==> config.mk <==
export PLATFORM = sky130hd
export DESIGN_NAME = cpu_seq_ctrl
export DESIGN_NICKNAME = d
export VERILOG_FILES = /design/src/rtl/cpu_seq_ctrl.sv
export SDC_FILE = /design/constraint.sdc
export NUM_CORES = 1
export LEC_CHECK = 0
export ABC_AREA = 1
export CORE_MARGIN = 8
export CORE_UTILIZATION = 30
export CTS_BUF_LIST = sky130_fd_sc_hd__clkbuf_8
export CTS_CLUSTER_DIAMETER = 200
export DETAILED_ROUTE_END_ITERATION = 12
export GPL_TIMING_DRIVEN = 0
export PLACE_DENSITY_LB_ADDON = 0.3
export SLEW_MARGIN = 5
export SYNTH_ARGS = -nofsm -noshare
export SYNTH_HDL_FRONTEND = slang
export SYNTH_SLANG_ARGS = --single-unit
==> constraint.sdc <==
create_clock -name clk -period 1.2 [get_ports clk]
set_input_delay 0.24 -clock clk [delete_from_list [all_inputs] [get_ports clk]]
set_output_delay 0.24 -clock clk [all_outputs]
set_load 0.02 [all_outputs]
Figure 1. I/O pins on the die edge (run 1).
(4 px per um) Pins as bars across the die edge, other pins in gray.
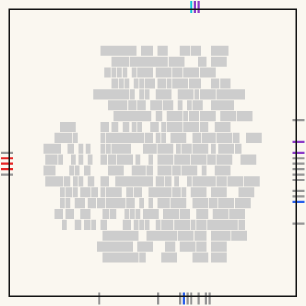
port	color	pins	direction	edge
`state_dbg`	purple	4	output	2 top, 2 right
`opcode`	red	3	input	left
`wb_sel`	blue	2	output	1 right, 1 bottom
`sel_B`	cyan	1	output	top
port bufs: 27
Die H: 71.4 um
die width: 71.4 um

Figure 2. Clock nets (run 1).
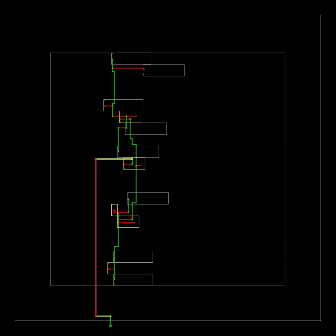
CLK BUF: 3
Clock Skews: 0.667 ps
Skew-Pair Late Insertion Delay: 230 ps

Figure 3. Metal layers overlaid (run 1).
(4 px per um)
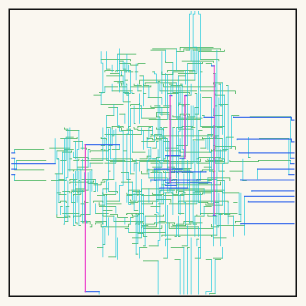
layer	color	wire length
metal 1	green	1,240 um
metal 3	blue	201 um
metal 2	cyan	1,740 um
metal 4	magenta	112 um
drt total wl: 3.29 mm
gr usage total: 12.2%

==> flow_metrics.tcl, run 1 <==
# place-and-route summary
set metrics [dict create \
    critPathArrivalTime_ps 1440 \
    largestPowerGroup "the clock network" \
    nets 228 \
    p_leak_nw 0.935 \
    ys_ff 9 \
    final_util_pct 63.2 \
    via_per_inst 4.99 \
    routedWlPerCell_um 13.1 \
    synth_area_leader_cell "dfrtp_1" \
    hold-worst-slack_ps 456 \
    dpl_cell_area_mm2 0.00145 \
    outcome "complete, but fails checks" \
    first_pass_iters 4 \
    swShare_pct 23.4 \
    synth_cell_types 21 \
    root_buffer "clkbuf_8" \
    clk_pin_slew_ps 40 \
    wl_met3_um 201 \
    r2r_cells 11 \
    synth-xor-area-share_pct 0 \
    dieArea_mm2 0.00510 \
    fp_util_pct 30.9 \
    yosysMostFrequentCell "nand2_1" \
    grt_max_degree 11 \
    crit_family "flip-flops" \
    finalSetupTns_ps -8490 \
    numCtsBuffers 3 \
    ys_cells 166 \
    pwr-share-clk_pct 45.1 \
    antenna_left 0 \
    logic_family "simple AND/OR/NAND/NOR gates" \
    yosys_warnings 0 \
    p_switching_mw 0.171 \
    ys_sh_simple_pct 49.2 \
    p_comb_mw 0.0976 \
    tool_warnings 29 \
    top_usage_layer "met2" \
    seq_area_frac_synth_pct 24.5 \
    end_kind "output pin" \
    comb_power_share_pct 13.3 \
    htreeDepth 1 \
    hp-class "input pin to async pin" \
    slew_violations 0 \
    common_cells "50 x nand2_1, 25 x nor2_1, 24 x inv_1" \
    setup_viol 27 \
    pre_cts_ws_ps -734 \
    ctsResizeCount 164 \
    netlist_area_um2 921 \
    overflow 0 \
    grtUsageMet3_pct 2.79 \
    syn_nets 174 \
    mux_share_pct 0 \
    via_count 1257 \
    violations "negative setup slack" \
    met2_usage_pct 22.7 \
    ys_top_cells_by_area "dfrtp_1 24%, nand2_1 20%, nor2_1 10%" \
    drive_gt1_share_pct 58.9 \
    grt_use_met1_pct 12.1 \
    critPathLaunchType "flop" \
    worstPathRequired_ps 960 \
    clockBufferDepth 2 \
    slew_headroom_pct 73.8 \
    synthAdderAreaFrac_pct 1.36 \
    dr_wl_met2_mm 1.74 \
    rsz0062_at_grt "yes" \
    max_stage_delay_ps 460 \
    crit_slowest_cell "dfrtp_2" \
    place_inst 226 \
    max_freq_mhz 595 \
    ctsHoldBuffers 0 \
    area_delta_synth_final_pct 104 \
    setup_ws_ps -482 \
    final_area_mm2 0.00188 \
    irDropWorstVdd_mv 0.351 \
    power_mw 0.732 \
    routed.top_layer "met4" \
    drtIter0Drc 42 \
    ys.flop_type "dfrtp_1" \
    cts_tree "built" \
    diodes 0 \
    syn_area_per_cell_um2 5.55 \
    async_reset_ff_share_pct 100 \
    worstSetupPathType "flop to output pin" \
    final_cells 252 \
    clock-sinks 9 \
    gp_congestion 0.899 \
    grt_antenna_before_repair 0 \
    cts_setup_buffers 10 \
    tightest_slew_ps 393 \
    crit_chain "inv_2, nor2_1, nand2_2, a31oi_4, buf_6" \
    grt_pass1_vias 1223 \
    fp.coreArea_mm2 0.00298 \
    rrSetupSlack_ps -240 \
    route.detailed.drc 0 \
    grt_first_pass_wirelength_mm 5.18 \
    p_seq_share_pct 41.6 \
    edf_count 0 \
    cp_max_fo 6 \
    top_area_share_pct 24.5 \
    largest_reg_flops 4 \
    wirelength_met1_mm 1.24 \
    post-route-period-util_pct 140 \
    yosys.area_share.aoi_pct 12.4 \
    synth_cells 166 \
    hold_viol 0 \
    period_needed_ps 1680 \
    p_int_mw 0.561 \
    powerDensity_mw_per_mm2 389 \
    ys_chip_area_um2 921 \
    p_seq_mw 0.305 \
    boundaryPins 29 \
    dpl.hpwl_mm 2.30 \
    fp-row-count 20 \
    cp_num_cells 5 \
    crit_buf_inv 2 \
    drv_cap 0 \
    clk-power_mw 0.330 \
]
-- run 1: cells in the final DEF (no fill, tap or decap), types with 4 or more instances in the layout --
cell type / instances
nand2_1: 28
buf_6: 25
nor2_4: 18
inv_1: 17
buf_4: 17
nand2_2: 15
nand2_4: 13
nand3_1: 10
nor2_1: 9
inv_2: 6
o21ai_1: 6
dfrtp_1: 5
a21oi_2: 4
clkbuf_8: 4
dfrtp_2: 4
-- run 1: area by class of cell --
type	count	area (um^2)
fill	241	1100
multi-input combinational	127	947
timing repair buffer	49	468
sequential	9	230
inverter	27	119
clock buffer	3	41.3
tap	33	41.3
buffer	3	30.0
clock inverter	1	3.75
-- run 1: tightest hold or removal path, cell delays in order --
cell,delay [ps]
clkbuf_2,250
clkbuf_8,290
inv_1,300
==> run 2: changes to the inputs <==
--- a/config.mk
+++ b/config.mk
@@ -7,12 +7,13 @@
 export LEC_CHECK = 0
 export ABC_AREA = 1
 export CORE_MARGIN = 8
-export CORE_UTILIZATION = 30
+export CORE_UTILIZATION = 43
 export CTS_BUF_LIST = sky130_fd_sc_hd__clkbuf_8
 export CTS_CLUSTER_DIAMETER = 200
 export DETAILED_ROUTE_END_ITERATION = 12
 export GPL_TIMING_DRIVEN = 0
 export PLACE_DENSITY_LB_ADDON = 0.3
+export RECOVER_POWER = 25
 export SLEW_MARGIN = 5
 export SYNTH_ARGS = -nofsm -noshare
 export SYNTH_HDL_FRONTEND = slang
==> flow_metrics.tcl, run 2 <==
# metrics dict for downstream scripts
set metrics [dict create \
    edf_count 0 \
    htreeDepth 1 \
    place_inst 220 \
    ys_top_cells_by_area "dfrtp_1 24%, nand2_1 20%, nor2_1 10%" \
    yosysMostFrequentCell "nand2_1" \
    common_cells "50 x nand2_1, 25 x nor2_1, 24 x inv_1" \
    outcome "aborted with a tool error" \
    ys.flop_type "dfrtp_1" \
    worstEpCategory "top-level output" \
    netlist_area_um2 921 \
    ys_cells 166 \
    ys_chip_area_um2 921 \
    first-error "[ERROR DPL-0038] Utilization greater than 100%, impossible to legalize" \
    synth_cells 166 \
    root_buffer "clkbuf_8" \
    ys_ff 9 \
    dpl.hpwl_mm 2.27 \
    numCtsBuffers 3 \
    lastStage "global routing" \
    yosys_warnings 0 \
    fp_util_pct 46.5 \
    die_w_um 62.3 \
    grt_max_degree 11 \
    portBuffers 27 \
    boundaryPins 29 \
    seq_area_frac_synth_pct 24.5 \
    syn_area_per_cell_um2 5.55 \
    top_area_share_pct 24.5 \
    clockBufferDepth 2 \
    synth_area_leader_cell "dfrtp_1" \
    gp_congestion 0.990 \
    clock-sinks 9 \
    fp-row-count 16 \
    synth_cell_types 21 \
    die_h_um 62.3 \
    syn_nets 174 \
    async_reset_ff_share_pct 100 \
]
run 2: cell counts after synthesis:
No cell type changed its count.
run 2: through the flow:
stage,setup TNS [ps],worst slack (ps),total power [mW],cell area (um^2)
after floorplan,-2420,-191,0.365,1140
after global placement,-14000,-705,0.399,1440
after detailed placement,-14670,-736,0.402,1440
after CTS,-7930,-452,0.736,1760
run 2: what timing repair did:
item                                   4_1_cts
setup buffers                               21
setup endpoints to repair                   31
hold buffers                                 0
pin swaps                                   17
resized                                    165
endpoints found under the hold margin        0
run 2: cell families after synthesis:
| kind of cell | count (synthesis) | share of synthesized area, % |
|---|---|---|
| buffers and inverters | 30 | 12.6 |
| AND/OR/NAND/NOR | 105 | 49.2 |
| flip-flops | 9 | 24.5 |
| adder cells (fa/ha/maj) | 1 | 1.36 |
| AND-OR/OR-AND | 21 | 12.4 |
Power and IR drop assume default switching activity.
